**Run 1: register map, names as in the netlist**

Bar = 50 µm. Other sequential cells in the stronger grey, the rest of the logic in the fainter grey.
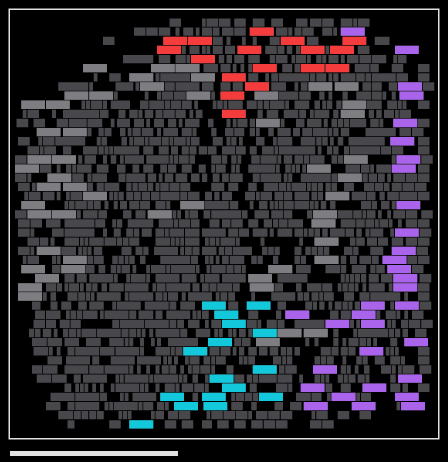
**Run 1: cell classes on the final placement**

Bar = 50 µm. Fill, decap, tap and diode cells in grey.
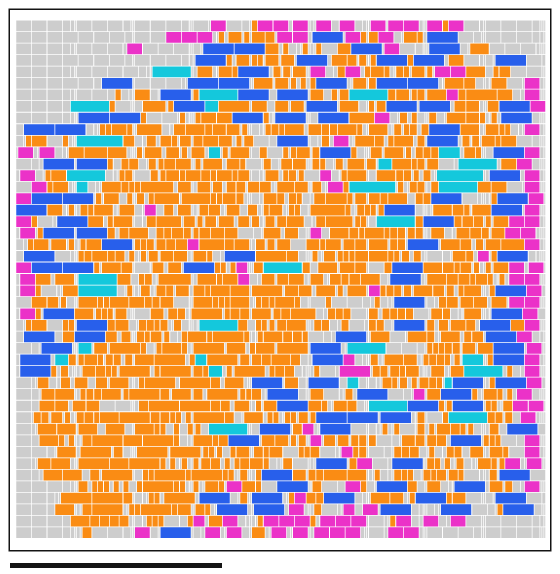
**Run 1: placement density heat map**

The die is cut into 13 by 13 equal tiles; black is low, pale yellow is high, 0 to 100% covered.
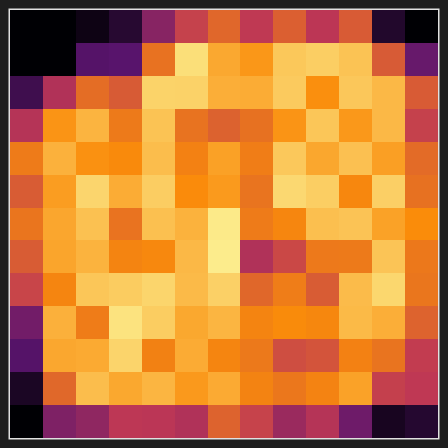
File: config.mk
export PLATFORM = sky130hd
export DESIGN_NAME = approx_mul_err_sweeper
export DESIGN_NICKNAME = d
export VERILOG_FILES = /design/src/rtl/approx_mul_pkg.sv /design/src/rtl/approx_mul_err_sweeper_err_dist_unit.sv /design/src/rtl/approx_mul_err_sweeper.sv
export SDC_FILE = /design/constraint.sdc
export NUM_CORES = 1
export LEC_CHECK = 0
export CORE_UTILIZATION = 58
export CTS_CLUSTER_DIAMETER = 120
export DETAILED_ROUTE_END_ITERATION = 12
export HOLD_SLACK_MARGIN = 0.05
export PLACE_DENSITY = 0.82
export SLEW_MARGIN = 20
export SYNTH_ARGS = -nofsm -noshare
export SYNTH_HDL_FRONTEND = slang
export SYNTH_SLANG_ARGS = --single-unit
File: constraint.sdc
create_clock -name clk -period 5.5 [get_ports clk]
set_input_delay 0.55 -clock clk [delete_from_list [all_inputs] [get_ports clk]]
set_output_delay 0.55 -clock clk [all_outputs]
set_load 0.01 [all_outputs]
File: src/rtl/approx_mul_pkg.sv
// Shared types and constants for the approximate multiplier error sweeper.
// Holds the sweep FSM state enum, default sizes and the error-distance width.
package approx_mul_pkg;

    typedef enum logic [1:0] {
        IDLE,
        SWEEP,
        DRAIN,
        DONE
    } state_t;

    localparam int DEF_WIDTH = 8;
    localparam int PW        = 2 * DEF_WIDTH;
    localparam int NPAIRS    = 1 << PW;

    // |a - b| of two w-bit products always fits back into 2*w bits.
    function automatic int ed_width(input int w);
        return 2 * w;
    endfunction

endpackage

File: src/rtl/approx_mul_err_sweeper_err_dist_unit.sv
// Combinational absolute difference of two unsigned W-bit values.
// Ports: x, y in; ed = |y - x| out; nz = (ed != 0) out.
module err_dist_unit
    import approx_mul_pkg::*;
#(
    parameter int W = PW
) (
    input  logic [W-1:0] x,
    input  logic [W-1:0] y,
    output logic [W-1:0] ed,
    output logic         nz
);

    logic [W:0] diff;
    logic [W:0] mag;

    always_comb begin
        diff = {1'b0, y} - {1'b0, x};
        // Negative difference: two's complement back to a magnitude.
        mag  = diff[W] ? ((~diff) + (W+1)'(1)) : diff;
        ed   = mag[W-1:0];
        nz   = |mag;
    end

endmodule

File: src/rtl/approx_mul_err_sweeper.sv
// Sweeps every operand pair through an external multiplier and accumulates
// error count, sum and max of |y_in - a*b|. Ports: clk, rst, start,
// a_out/b_out operands, y_in product, busy/done status, err_count/sum_ed/max_ed.
module approx_mul_err_sweeper
    import approx_mul_pkg::*;
#(
    parameter int WIDTH = 8,
    parameter int Y_LAT = 0
) (
    input  logic                 clk,
    input  logic                 rst,
    input  logic                 start,
    output logic [WIDTH-1:0]     a_out,
    output logic [WIDTH-1:0]     b_out,
    input  logic [2*WIDTH-1:0]   y_in,
    output logic                 busy,
    output logic                 done,
    output logic [2*WIDTH:0]     err_count,
    output logic [4*WIDTH-1:0]   sum_ed,
    output logic [2*WIDTH-1:0]   max_ed
);

    localparam int YW = 2 * WIDTH;
    localparam int EW = ed_width(WIDTH);
    localparam int CW = $clog2(Y_LAT + 2);

    state_t          state;
    state_t          state_nxt;
    logic [YW-1:0]   idx;
    logic [CW-1:0]   dcnt;
    logic            last_pair;
    logic            drain_end;
    logic            launch;

    logic            pv;
    logic [YW-1:0]   exact;
    logic            v_al;
    logic [YW-1:0]   ex_al;

    logic            cap_v;
    logic [YW-1:0]   y_reg;
    logic [YW-1:0]   ex_reg;
    logic [EW-1:0]   ed;
    logic            ed_nz;

    assign last_pair = (idx == '1);
    assign drain_end = (dcnt == CW'(Y_LAT));
    assign launch    = (state != SWEEP) && (state_nxt == SWEEP);

    assign a_out = idx[YW-1:WIDTH];
    assign b_out = idx[WIDTH-1:0];
    assign busy  = (state == SWEEP) || (state == DRAIN);
    assign done  = (state == DONE);

    always_ff @(posedge clk) begin
        if (rst) state <= IDLE;
        else     state <= state_nxt;
    end

    always_comb begin
        state_nxt = state;
        unique case (state)
            IDLE:  if (start)     state_nxt = SWEEP;
            SWEEP: if (last_pair) state_nxt = DRAIN;
            DRAIN: if (drain_end) state_nxt = DONE;
            DONE:  if (start)     state_nxt = SWEEP;
            default:              state_nxt = IDLE;
        endcase
    end

    // idx never wraps: it parks on the last pair through DRAIN and DONE.
    always_ff @(posedge clk) begin
        if (rst) begin
            idx  <= '0;
            dcnt <= '0;
        end else begin
            if (launch)
                idx <= '0;
            else if (state == SWEEP && !last_pair)
                idx <= idx + YW'(1);
            if (state != DRAIN)
                dcnt <= '0;
            else if (!drain_end)
                dcnt <= dcnt + CW'(1);
        end
    end

    assign pv    = (state == SWEEP);
    assign exact = {{WIDTH{1'b0}}, a_out} * {{WIDTH{1'b0}}, b_out};

    // Delay valid and exact product so they line up with y_in.
    if (Y_LAT == 0) begin : g_nolat
        assign v_al  = pv;
        assign ex_al = exact;
    end else begin : g_lat
        logic [Y_LAT-1:0] v_dl;
        logic [YW-1:0]    ex_dl [Y_LAT];

        always_ff @(posedge clk) begin
            if (rst) begin
                v_dl <= '0;
            end else begin
                v_dl[0] <= pv;
                for (int i = 1; i < Y_LAT; i++)
                    v_dl[i] <= v_dl[i-1];
            end
        end

        always_ff @(posedge clk) begin
            ex_dl[0] <= exact;
            for (int i = 1; i < Y_LAT; i++)
                ex_dl[i] <= ex_dl[i-1];
        end

        assign v_al  = v_dl[Y_LAT-1];
        assign ex_al = ex_dl[Y_LAT-1];
    end

    always_ff @(posedge clk) begin
        if (rst) begin
            cap_v  <= 1'b0;
            y_reg  <= '0;
            ex_reg <= '0;
        end else begin
            cap_v <= v_al;
            if (v_al) begin
                y_reg  <= y_in;
                ex_reg <= ex_al;
            end
        end
    end

    err_dist_unit #(
        .W (EW)
    ) u_ed (
        .x  (ex_reg),
        .y  (y_reg),
        .ed (ed),
        .nz (ed_nz)
    );

    always_ff @(posedge clk) begin
        if (rst || launch) begin
            err_count <= '0;
            sum_ed    <= '0;
            max_ed    <= '0;
        end else if (cap_v) begin
            err_count <= err_count + {{YW{1'b0}}, ed_nz};
            sum_ed    <= sum_ed + {{(4*WIDTH-EW){1'b0}}, ed};
            if (ed > max_ed)
                max_ed <= ed;
        end
    end

endmodule

==> flow_metrics.tcl, run 1 <==
# collected from the flow reports
set metrics [dict create \
    yosysMostFrequentCell "nor2_1" \
    worstMarginPinSlew_ns 0.770 \
    io_pins 102 \
    ys_top_cells_by_count "137 x nor2_1, 117 x dfxtp_1, 104 x inv_1, 90 x ha_1, 66 x nand2_1" \
    yosysWarnings 0 \
    critPathKind "reg -> reg" \
    holdPathStages 2 \
    yosys.area_share.simple_pct 20.5 \
    yosysSeqAreaShare_pct 25.6 \
    comb-cell-share_pct 56.9 \
    comb_power_w 0.00551 \
    antenna_found_initial 0 \
    final_cell_mix "136 x nor2_1, 117 x dfxtp_1, 104 x inv_1" \
    reg2reg_from "y_reg[0]" \
    largest_class "multi-input combinational cells" \
    largest_reg_flops 32 \
    grt_start_max_net_pins 41 \
    synth_cells 1101 \
    p_leak_nw 4.62 \
    status "complete, no violations" \
    synth-seq-cells 117 \
    ant_nets 0 \
    rsz0062_at_grt "yes" \
    holdWs_ns 0.469 \
    max_slew_margin_pct 48.7 \
    synth_top_cell_by_area "dfxtp_1" \
    intPower_w 0.00395 \
    logic_family "adder cells" \
    buf_share_pct 10.5 \
    seq_cells 117 \
    p_switching_w 0.00381 \
    dr.pass1.iters 5 \
    power_frac_comb_pct 71.1 \
    drt_iter0_drc 688 \
    diodes 0 \
    switching_share_pct 49.0 \
    grt_pass1_wl_um 36800 \
    place_ws_ns 0.173 \
    synthAdderAreaFrac_pct 20.7 \
    cp-endpoint "err_count[16]" \
    warning_count 30 \
    synth-compound-area-share_pct 14.1 \
]
-- 'register map, names as in the netlist' (at the start) --
Key: `idx` = cyan [flops 16, where bottom middle]; `sum_ed` = purple [flops 32, where a vertical strip on the right]; `err_count` = red [flops 17]
final core occ: 72.4%
sequential power: 0.00108 W

-- 'cell classes on the final placement' (at the start) --
Key: clock drivers and dummy loads = cyan [cells 32, share of their area 5.7%]; combinational and other logic = orange [cells 936, share of their area 62%]; other buffers and delay cells = magenta [cells 119, share of their area 11%]; flops = blue [cells 117, share of their area 22%]
Post-Layout Inst Area: 0.0111 mm²
core area: 0.0153 mm²
FP Rows: 45
Seq area share: 21.1%

-- 'placement density heat map' (at the start) --
44% of the tiles are over 75% full. The fullest tile reaches 96%. The emptiest ninth of the die: top left. The mean over all tiles is 67%.

[run 1: layer usage]
layer | global-route usage (%) | share of wire, % | up-vias
met5 | 0 | 0 | -
met4 | 10.8 | 1.8 | 0
met3 | 5.90 | 4.7 | 36
met2 | 47.0 | 49 | 218
met1 | 36.1 | 45 | 3883
li1 | - | - | 3931
[run 1: worst max-delay path, stage by stage, from the launching register on]
cell      delay (ns)
dfxtp_1         0.33
inv_1           0.05
ha_1            0.20
fa_1            0.41
nand2b_2        0.25
a21boi_4        0.25
o41ai_2         0.12
o211a_1         0.23
and4_1          0.21
or4_4           0.54
nand2_2         0.13
nand4_1         0.10
or4_1           0.47
or4b_4          0.54
ha_1            0.23
nand4_1         0.18
nor2_2          0.10
and4_1          0.24
and4_1          0.24
nand3_1         0.10
xor2_1          0.16
nor2_1          0.05
**Run 1: routed metal, one colour a layer**

Bar = 50 µm. Two of the layers only.
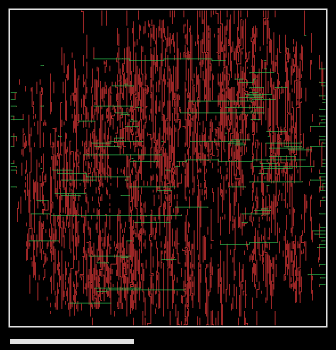

--- run 2 (diff from run 1) ---
--- a/config.mk
+++ b/config.mk
@@ -10,7 +10,9 @@
 export DETAILED_ROUTE_END_ITERATION = 12
 export HOLD_SLACK_MARGIN = 0.05
 export PLACE_DENSITY = 0.82
+export SKIP_LAST_GASP = 1
 export SLEW_MARGIN = 20
 export SYNTH_ARGS = -nofsm -noshare
 export SYNTH_HDL_FRONTEND = slang
 export SYNTH_SLANG_ARGS = --single-unit
+export TNS_END_PERCENT = 1
**Run 2: routed metal, one colour a layer**

Bar = 50 µm. Two of the layers only.
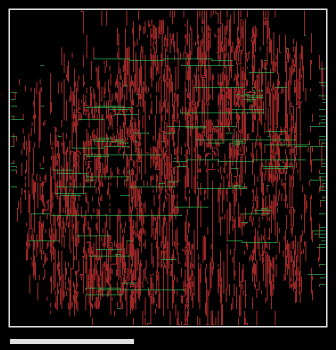
Key: metal 3 = green [wire length 1070 µm]; metal 2 = red [wire length 10400 µm]

==> run 2 against run 1 <==
Compared with the run above:
- via count decreased by 0.27%
- maximum frequency decreased by 2.2%
- worst hold slack about the same
==> flow_metrics.tcl, run 2 <==
# collected from the flow reports
set metrics [dict create \
    synth_top_cell_by_area "dfxtp_1" \
    max_slew_margin_pct 49.1 \
    largest_reg_flops 32 \
    power_frac_comb_pct 71.0 \
    p_switching_w 0.00380 \
    comb-cell-share_pct 56.7 \
    seq_share_pct 21.2 \
    rows 45 \
    dr_wl_met2_um 10400 \
    switching_share_pct 49.1 \
    intPower_w 0.00394 \
    final_util_pct 72.1 \
    coreArea_mm2 0.0153 \
    p_leak_nw 4.61 \
    worstMarginPinSlew_ns 0.763 \
    buf_share_pct 10.5 \
    synth-compound-area-share_pct 14.1 \
    synthAdderAreaFrac_pct 20.7 \
    critPathKind "reg -> reg" \
    seq_power_w 0.00107 \
    drt_iter0_drc 654 \
    yosysWarnings 0 \
    logic_family "adder cells" \
    largest_class "multi-input combinational cells" \
    top_layer_used "met4" \
    cp-endpoint "err_count[16]" \
    reg2reg_from "ex_reg[5]" \
    rsz0062_at_grt "yes" \
    yosysMostFrequentCell "nor2_1" \
    synth-seq-cells 117 \
    holdWs_ns 0.469 \
    grt_start_max_net_pins 41 \
    status "complete, no violations" \
]
==> run 2: what timing repair did <==
action	4_1_cts	5_1_grt
gates resized	0	13
setup endpoints to repair	0	35
hold buffers	0	0
setup buffers	0	0
==> run 2: worst max-delay path: stages, from the launching register on <==
cell and delay, ns:
dfxtp_1 0.33, inv_1 0.05, ha_1 0.25, or3_4 0.44, o31ai_4 0.38, o21ai_4 0.13, o41a_4 0.50, or4_4 0.58
nand2_2 0.13, nand4_1 0.10, or4_1 0.47, or4b_1 0.57, ha_1 0.25, nand4_1 0.18, nor2_2 0.10, and4_1 0.23
and4_1 0.24, nand3_1 0.10, xor2_1 0.16, nor2_1 0.05
No activity file was given, so power comes from the tool's default toggle rates.
